Design mmio_bus_decoder, sky130hd; sources not shown.
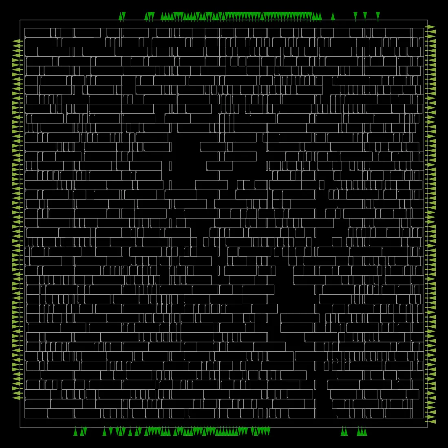
(run_1/placed.png)
fin util: 76.9%
Row Count: 41
# fillers: 866
Taps Inserted: 172
Finished Layout Cells: 1165

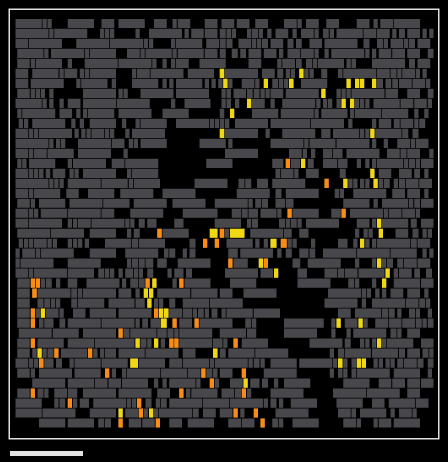
(run_1/gates.png)
The bar under the picture is 20 um long.
Orange is inv cells, cells 44, most used inv_1. Yellow is nor cells, cells 53, most used nor2_1.
most numerous logic cell after layout: nand2_1
Comb area share: 21.8%

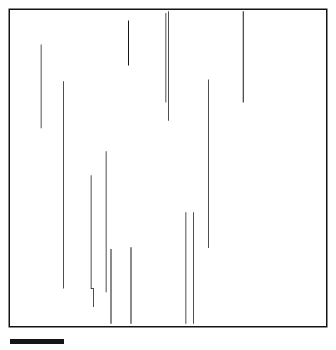
(run_1/m4.png)
The bar under the picture is 20 um long.
The layer holds 2.9% of the routed length. The wires run mostly vertical. The layer carries 529 um of wire. The longest straight run is 76.2 um.
total number of vias: 5601
Final Routed Wirelength: 17.9 mm

==> impl_metrics.env, run 1 <==
# flow metrics
export IMPL_num_io_pins=272
export IMPL_clk_power_mw=2.47
export IMPL_r2r_cells=9
export IMPL_avgRoutedWirePerCell_um=15.4
export IMPL_regArea_um2=2800
export IMPL_buffers=306
export IMPL_sequentialPower_mw=5.08
export IMPL_cts_tree="built"
export IMPL_finalSetupViolations=0
export IMPL_ys_ff=112
export IMPL_wl_met2_mm=9.25
export IMPL_hold_ws_ps=157
export IMPL_syn_nets=877
export IMPL_flops=112
export IMPL_r2r_slack_ps=180
export IMPL_cts_setup_buffers=0
export IMPL_pre_cts_ws_ps=-228
export IMPL_power_leakage_nw=4.83
export IMPL_syn_inst=709
export IMPL_synth_comb_largest_family="simple AND/OR/NAND/NOR gates"
export IMPL_aoi_share_pct=6.72
export IMPL_clkbuf_count=10
export IMPL_use_met2_pct=49.2
export IMPL_p_clk_share_pct=13.4
export IMPL_place_congestion=0.817
export IMPL_top_cells_by_area="dfrtp_1, nand2_1, o21ai_0"
export IMPL_synth_async_sr_flop_share_pct=100
export IMPL_overflow=0
export IMPL_synth_dominant_cell_count="nand2_1"
export IMPL_hold_viol_final=0
export IMPL_htree_levels=3
export IMPL_slowest_delay_ps=430
export IMPL_logic_gate_count=515
export IMPL_wl_met1_mm=6.46
export IMPL_comb_power_share_pct=59.1
export IMPL_io_buffers=271
export IMPL_path_depth=2
export IMPL_endpoint_kind="output port"
export IMPL_grt_pass1_vias=5503
export IMPL_fp_util_pct=41.3
export IMPL_ys_sh_simple_pct=33.2
export IMPL_final_cell_mix="nand2_1, clkdlybuf4s50_1, buf_12"
export IMPL_final_clk_cell_share_pct=3.52
export IMPL_syn_to_final_growth_pct=86.3
export IMPL_use_met3_pct=8.35
export IMPL_p_per_area_nw_per_um2=1890
export IMPL_busiest_layer="met2"
export IMPL_syn_area_per_cell_um2=7.40
export IMPL_crit_fanout=3
export IMPL_place_area_um2=9420
export IMPL_die_h_um=117
export IMPL_bufAreaShareNonClock_pct=42.1
export IMPL_fin_area_um2=9780
export IMPL_clock_fmax_ghz=0.626
export IMPL_cts_resized=2
export IMPL_crit_chain="buf_4, buf_12"
export IMPL_finalPower_mw=18.5
export IMPL_p_int_mw=10.4
export IMPL_crit_arrival_ps=1090
export IMPL_dp_hpwl_mm=13.8
export IMPL_drc_errors=0
export IMPL_drive_above_1_share_pct=16.8
export IMPL_synth_top_cells_by_count="nand2_1, dfrtp_1, o21ai_0, nor2_1, nand3_1"
export IMPL_yosys_most_used_dff="dfrtp_1"
export IMPL_detail_route_first_pass_iterations=5
export IMPL_finalCriticalPeriod_ps=1600
export IMPL_drv_slew=0
export IMPL_relSlewSlack_pct=62.9
export IMPL_yosys_area_top_type="dfrtp_1"
export IMPL_yosysUniqueCellTypes=19
export IMPL_fin_ws_ps=102
export IMPL_warnings=26
export IMPL_irDropWorstVdd_v=0.00149
export IMPL_diodes=0
export IMPL_die_x_um=117
export IMPL_clk_pin_slew_ps=70
export IMPL_dpl_cell_count=1149
export IMPL_status="completed"
export IMPL_hold_buffers=0
export IMPL_cts_path_max_buffers=2
export IMPL_ys_seq_share_pct=53.4
export IMPL_n_all_inverters=44
export IMPL_power_group_top="combinational cells"
export IMPL_die_area_um2=13600
export IMPL_fin_tns_setup_ps=0
==> run_1/layers.png <==
The bar under the picture is 20 um long.
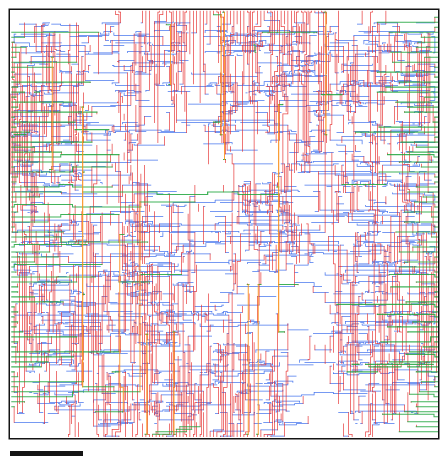

==> run 2, diff against run 1 <==
--- a/config.mk
+++ b/config.mk
@@ -5,7 +5,6 @@
 export SDC_FILE = /design/constraint.sdc
 export NUM_CORES = 1
 export LEC_CHECK = 0
-export ABC_AREA = 1
 export CAP_MARGIN = 20
 export CORE_UTILIZATION = 40
 export CTS_CLUSTER_SIZE = 25
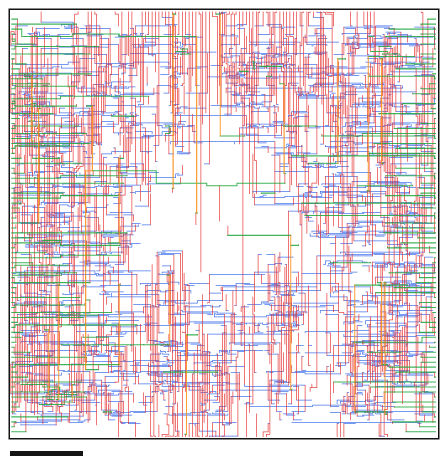
(run_2/layers.png)
The bar under the picture is 20 um long.
Orange is M4, wire length 651 um. Red is M2, wire length 10600 um. Blue is M1, wire length 6960 um. Green is M3, wire length 2040 um.
per-cell routed wire length: 19.7 um
total number of vias: 5482
Final Routed Wirelength: 20.3 mm
Total GRT Usage: 27.1%

==> run 2 against run 1 <==
  * The flow now finishes with violations (negative setup slack)
  * Via count fell by 2.1%
  * Worst hold slack gained 270 ps
  * Sequential power decreased by 3%
  * Global-route usage grew 0.68 points
  * Design area grew 2.9%
  * Clock-buffer cell count stayed put
  * Largest cell class unchanged
  * Worst setup slack got worse by 130 ps
  * Cell count decreased by 12%
==> impl_metrics.env, run 2 <==
# flow metrics
export IMPL_final_clk_cell_share_pct=2.81
export IMPL_finalPower_mw=17.2
export IMPL_failed_checks="negative setup slack"
export IMPL_crit_fanout=32
export IMPL_placementRows=41
export IMPL_syn_nets=736
export IMPL_syn_area_per_cell_um2=9.33
export IMPL_synth_comb_largest_family="simple AND/OR/NAND/NOR gates"
export IMPL_ys_sh_simple_pct=21.6
export IMPL_finalCriticalPeriod_ps=1730
export IMPL_logic_gate_count=412
export IMPL_clock_fmax_ghz=0.578
export IMPL_wl_met2_mm=10.6
export IMPL_finalSetupViolations=19
export IMPL_comb_share_pct=24.0
export IMPL_finalCoreUtilization_pct=78.8
export IMPL_syn_to_final_growth_pct=90.0
export IMPL_die_area_um2=13700
export IMPL_regArea_um2=2810
export IMPL_cts_resized=13
export IMPL_p_per_area_nw_per_um2=1700
export IMPL_warnings=29
export IMPL_cts_tree="built"
export IMPL_busiest_layer="met2"
export IMPL_dpl_cell_count=1002
export IMPL_pre_cts_ws_ps=-524
export IMPL_clkbuf_count=10
export IMPL_r2r_slack_ps=-20
export IMPL_power_leakage_nw=4.70
export IMPL_slowest_delay_ps=520
export IMPL_hold_viol_final=0
export IMPL_crit_chain="buf_12, buf_12"
export IMPL_htree_levels=3
export IMPL_lay_top_count="nand2_1"
export IMPL_aoi_share_pct=14.7
export IMPL_drc_errors=0
export IMPL_ys_seq_share_pct=52.9
export IMPL_yosys_most_used_dff="dfrtp_1"
export IMPL_drive_above_1_share_pct=21.9
export IMPL_hold_ws_ps=423
export IMPL_cts_path_max_buffers=2
export IMPL_comb_power_share_pct=59.3
export IMPL_use_met2_pct=47.3
export IMPL_yosysUniqueCellTypes=32
export IMPL_synth_top_cells_by_count="nand2_1, dfrtp_1, mux2i_1, a211oi_1, nor2b_1"
export IMPL_bufAreaShareNonClock_pct=43.1
export IMPL_r2r_cells=6
export IMPL_p_int_mw=9.61
export IMPL_fin_ws_ps=-30.1
export IMPL_final_cell_count_no_fill=1030
export IMPL_status="finished, violations left"
export IMPL_sequentialPower_mw=4.92
No activity file was given, so power comes from the tool's default toggle rates.
